--- config.mk ---
export PLATFORM = sky130hd
export DESIGN_NAME = pipeline_hazard_controller
export DESIGN_NICKNAME = d
export VERILOG_FILES = /design/src/rtl/pipeline_ctrl_pkg.sv /design/src/rtl/sat_counter.sv /design/src/rtl/pipeline_hazard_controller.sv
export SDC_FILE = /design/constraint.sdc
export NUM_CORES = 1
export LEC_CHECK = 0
export CAP_MARGIN = 20
export CORE_ASPECT_RATIO = 0.6
export CORE_MARGIN = 3
export CORE_UTILIZATION = 55
export CTS_BUF_LIST = sky130_fd_sc_hd__clkbuf_4 sky130_fd_sc_hd__clkbuf_8
export DETAILED_ROUTE_END_ITERATION = 16
export PLACE_DENSITY = 0.94
export SLEW_MARGIN = 20
export SYNTH_ARGS = -nofsm -noshare
export SYNTH_HDL_FRONTEND = slang
export SYNTH_SLANG_ARGS = --single-unit
--- constraint.sdc ---
create_clock -name Clk -period 6.3 [get_ports Clk]
set_input_delay 1.26 -clock Clk [delete_from_list [all_inputs] [get_ports Clk]]
set_output_delay 1.26 -clock Clk [all_outputs]
set_load 0.02 [all_outputs]
--- src/rtl/pipeline_ctrl_pkg.sv ---
// pipeline_ctrl_pkg: shared state encoding and constants for the pipeline hazard controller
package pipeline_ctrl_pkg;
  typedef enum logic {RUN = 1'b0, MEM_WAIT = 1'b1} state_t;
  localparam int DEF_REG_W = 5;
  localparam logic [31:0] NOP = 32'h0000_0000;
endpackage

--- src/rtl/sat_counter.sv ---
// sat_counter: up-counter with async reset that holds at all-ones
module sat_counter #(
  parameter int W = 16
) (
  input  logic         clk,
  input  logic         rst,
  input  logic         inc,
  output logic [W-1:0] count
);
  always_ff @(posedge clk or posedge rst)
    if (rst) count <= '0;
    else if (inc && count != '1) count <= count + 1'b1;
endmodule

--- src/rtl/pipeline_hazard_controller.sv ---
// pipeline_hazard_controller: stall/flush sequencer for load-use, taken branches and memory waits
module pipeline_hazard_controller
  import pipeline_ctrl_pkg::*;
#(
  parameter int REG_W    = DEF_REG_W,
  parameter int CNT_W    = 16,
  parameter int MAX_WAIT = 15
) (
  input  logic             Clk,
  input  logic             Reset,
  input  logic             MemRead_EX,
  input  logic [REG_W-1:0] Rt_EX,
  input  logic [REG_W-1:0] Rs_ID,
  input  logic [REG_W-1:0] Rt_ID,
  input  logic             Uses_Rt_ID,
  input  logic             Branch_Taken_EX,
  input  logic             MemReq_MEM,
  input  logic             Mem_Ready,
  output logic             PC_Write,
  output logic             IF_ID_Write,
  output logic             IF_ID_Flush,
  output logic             ID_EX_Write,
  output logic             ID_EX_Flush,
  output logic             EX_MEM_Write,
  output logic             MEM_WB_Bubble,
  output logic             Mem_Timeout,
  output logic [CNT_W-1:0] Stall_Cycles,
  output logic [CNT_W-1:0] Flush_Events
);
  state_t state, state_nxt;
  logic [CNT_W-1:0] wait_cnt, wait_base, wait_nxt;
  logic freeze, load_use, br, lu;
  assign freeze   = MemReq_MEM & ~Mem_Ready;
  assign load_use = MemRead_EX & (|Rt_EX) & ((Rt_EX == Rs_ID) | (Uses_Rt_ID & (Rt_EX == Rt_ID)));
  assign br = ~freeze & Branch_Taken_EX;
  assign lu = ~freeze & ~Branch_Taken_EX & load_use;
  assign wait_base = (state == MEM_WAIT) ? wait_cnt : '0;
  assign wait_nxt  = !freeze ? '0 : (wait_base == CNT_W'(MAX_WAIT)) ? wait_base : wait_base + 1'b1;
  always_ff @(posedge Clk or posedge Reset)
    if (Reset) begin
      state       <= RUN;
      wait_cnt    <= '0;
      Mem_Timeout <= 1'b0;
    end else begin
      state       <= state_nxt;
      wait_cnt    <= wait_nxt;
      Mem_Timeout <= Mem_Timeout | (wait_nxt == CNT_W'(MAX_WAIT));
    end
  // A freeze holds every stage; the ID/EX bubble load still needs its write enable.
  always_comb begin
    state_nxt     = freeze ? MEM_WAIT : RUN;
    PC_Write      = ~freeze & ~lu;
    IF_ID_Write   = ~freeze & ~lu;
    IF_ID_Flush   = br;
    ID_EX_Write   = ~freeze;
    ID_EX_Flush   = br | lu;
    EX_MEM_Write  = ~freeze;
    MEM_WB_Bubble = freeze;
  end
  sat_counter #(.W(CNT_W)) u_stall (.clk(Clk), .rst(Reset), .inc(~PC_Write), .count(Stall_Cycles));
  sat_counter #(.W(CNT_W)) u_flush (.clk(Clk), .rst(Reset), .inc(br), .count(Flush_Events));
endmodule

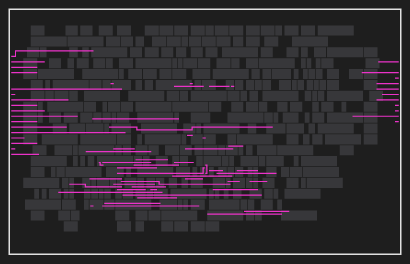
Fig. 1. Met3 routing.
(4 px per um) Cells faint in the background.
longest straight run: 34.5 um
share of all routed wire: 10%

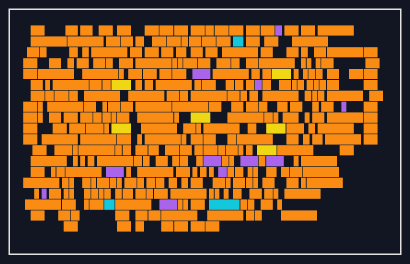
Fig. 2. Sizing map.
(4 px per um)
legend:
  purple:
    size: _2 cells
    cells: 11
    share: 3.2%
  orange:
    size: _0 and _1 cells
    cells: 323
    share: 94%
  cyan:
    size: _3 and _4 cells
    cells: 3
    share: 0.87%
  yellow:
    size: _6 and larger
    cells: 6
    share: 1.7%

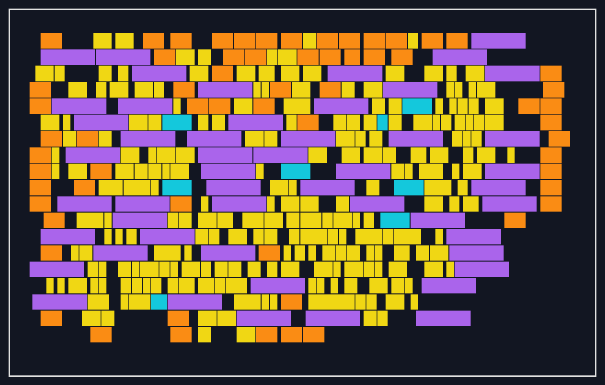
Fig. 3. Cell classes on the final placement.
(6 px per um)
legend:
  purple:
    class: sequential cells
    cells: 50
    share_of_their_area: 36%
  orange:
    class: remaining buffers and delay cells
    cells: 62
    share_of_their_area: 18%
  cyan:
    class: clock drivers and dummy loads
    cells: 8
    share_of_their_area: 2.8%
  yellow:
    class: combinational and other logic
    cells: 223
    share_of_their_area: 43%

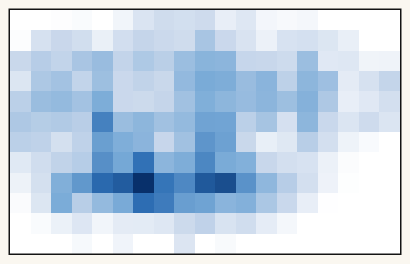
Fig. 4. Wire density map.
(4 px per um) 19 x 12 tiles, from white (low) to dark blue (high), scaled to the fullest tile. Values are wire area over tile area, all layers added.
emptiest ninth of the die: bottom right
tiles over half the peak: 10%
nearly empty tiles: 18%
mean over tiles: 0.19
densest ninth of the die: middle
fullest tile: 0.77

==> run notes <==
Implementation results.

The core utilization before placement is 0.587. The area recorded from the Yosys report for this design is 2760 um2. The final max-slew violation count recorded for this run is 0. The power share of the clock group is 0.232. The power of the combinational group is 0.241 mW. The layout report lists the combined flip-flop and latch area as 1250 um2. The skew report gives the latency at the later pin of the worst-skew pair as 300 ps.

The detailed-route wire length is 6880 um. In this run, synthesis produced a sequential element count of 50. The registers of the reported paths see a clock transition of 90 ps. Setup repair after global routing left no endpoint under its margin. The sequential cell power is 0.413 mW.

The cell sequence reported for the critical path is clkdlybuf4s50_1 > xor2_1 > nor4_1 > a32oi_1 > o31ai_2 > buf_4 > inv_2 > clkdlybuf4s50_1. The setup clock skew after layout is 7.40 ps. The combined global-route utilization of all metal layers is 0.238. The number of clock sinks came to roughly 50. At the end of the flow the core is filled with cells to 0.745. The worst max-slew margin expressed relative to the limit is 0.443. The yosys warning tally is 0.

Across all layers, the routed design uses 2,394 vias. The finished cells cover ~3500 um2. The final critical path time including I/O delays and setup is approximately 4900 ps. The total cell area at the placement stage is roughly 3400 um2.

The OpenROAD report gives the critical path a data arrival time of approximately 3700 ps. The initial antenna violation count was 0. The die covers a little under 6000 um2. The worst-path cell with the longest stage delay is sky130_fd_sc_hd__clkdlybuf4s50_1. The share of flip-flops with an asynchronous set or reset after synthesis is 1.00.

The maximum fanout count along the critical path is 16. The cell area that synthesis handed to floorplanning was 2760 um2. The die span in x is between 90 and 100 um.

The number of global-route vias before repair is 2,353. The library cells used most frequently in the layout, excluding fill and tap cells, are sky130_fd_sc_hd__clkdlybuf4s50_1, sky130_fd_sc_hd__dfrtp_1, sky130_fd_sc_hd__xnor2_1. TritonCTS built the clock tree.

The number of post-CTS setup repair buffers is 0. The run finished with clean final reports. The tool warning count is 26. The number of endpoints with negative hold slack in the final report is 0. The wire length of the first global-routing pass is about 11,000 um. For this sky-water flow run, the detailed-routed wirelength per cell is reported as 17.0 um. Per the Yosys statistics, synthesis produced 284 cells. Note, the detailed placer reported a final HPWL of a little over 5000 um.

The run reported a max-capacitance violation count of 0. The number of flops mapped to enable cells by yosys is 0. The worst setup path is of the in2out kind. The sequential share of power is 0.485. The cell count after placement is between 300 and 400. The deepest level of the CTS H-tree is 2.
## state kept, by name, indices dropped and copies added, names as in the netlist
register	cells
u_flush.count	16
wait_cnt	16
Mem_Timeout	1
u_stall.count	16
state	1
## kinds of logic (layout without fill, tap and decap cells)
logic type                 count (synthesis)  count (layout)  synth area share
buffers and inverters                     18              77            0.0290
muxes                                      5               5            0.0190
adders and majority gates                  3               3            0.0136
and+or+nand+nor                          137             137             0.275
AOI/OAI and AO/OA                         19              19            0.0457
xor gates and xnor gates                  52              52             0.165
DFF                                       50              50             0.453
## area by class of cell
type                       instances  share of cell area
clock buffer                       7              0.0257
clock inverter                     1             0.00143
inverter                           7             0.00785
multi-input combinational        216               0.410
sequential                        50               0.357
tap                               63              0.0225
timing repair buffer              62               0.176
## Yosys cell counts, types with 2 or more instances
cell                       count  area (um2)
sky130_fd_sc_hd__a21oi_1       3        15.0
sky130_fd_sc_hd__a31oi_1       3        18.8
sky130_fd_sc_hd__and2_1        5        31.3
sky130_fd_sc_hd__and3_1       11        68.8
sky130_fd_sc_hd__and4_1        5        43.8
sky130_fd_sc_hd__buf_4         3        22.5
sky130_fd_sc_hd__clkbuf_1      7        26.3
sky130_fd_sc_hd__dfrtp_1      50        1250
sky130_fd_sc_hd__ha_1          3        37.5
sky130_fd_sc_hd__inv_1         5        18.8
sky130_fd_sc_hd__inv_2         2        7.51
sky130_fd_sc_hd__mux2_1        2        22.5
sky130_fd_sc_hd__mux2i_1       3        30.0
sky130_fd_sc_hd__nand2_1      23        86.3
sky130_fd_sc_hd__nand2b_1      3        18.8
sky130_fd_sc_hd__nand3_1      29         145
sky130_fd_sc_hd__nand3b_1      3        22.5
sky130_fd_sc_hd__nand4_1      12        75.1
sky130_fd_sc_hd__nand4_2       2        25.0
sky130_fd_sc_hd__nor2_1       26        97.6
sky130_fd_sc_hd__nor3_1        5        25.0
sky130_fd_sc_hd__nor4_1        2        12.5
sky130_fd_sc_hd__nor4_2        2        25.0
sky130_fd_sc_hd__o21ai_0       3        15.0
sky130_fd_sc_hd__o21ai_1       3        15.0
sky130_fd_sc_hd__o31ai_1       2        15.0
sky130_fd_sc_hd__or3_1         2        12.5
sky130_fd_sc_hd__or4_1         2        15.0
sky130_fd_sc_hd__xnor2_1      34         298
sky130_fd_sc_hd__xor2_1       18         158
## tightest hold or removal path: stages (launching register included)
cell and delay [ps]:
sky130_fd_sc_hd__dfrtp_1 360, sky130_fd_sc_hd__inv_1 50, sky130_fd_sc_hd__o31ai_2 50
## worst paths after layout
| check | start | slack, ps | end | cells past startpoint |
|---|---|---|---|---|
| setup / recovery | Rt_EX[3] | 1380 | IF_ID_Write | 8 |
| hold / removal | Mem_Timeout | 490 | Mem_Timeout | 2 |
| hold reg to reg | Mem_Timeout | 490 | Mem_Timeout | 2 |
| setup reg to reg | state | 3080 | Mem_Timeout | 8 |
| min in group asynchronous | Reset | 1420 | Mem_Timeout | 2 |
| max in group asynchronous | Reset | 4390 | u_flush.count[0] | 2 |
## layer usage
metal / up-vias / routed length [um] / track usage
met5: - / 0 / 0
met4: 0 / 97 / 0.0710
met3: 14 / 685 / 0.0850
met2: 113 / 3170 / 0.385
met1: 1159 / 2930 / 0.310
li1: 1108 / - / -
Power is estimated from default activity; no workload was simulated.
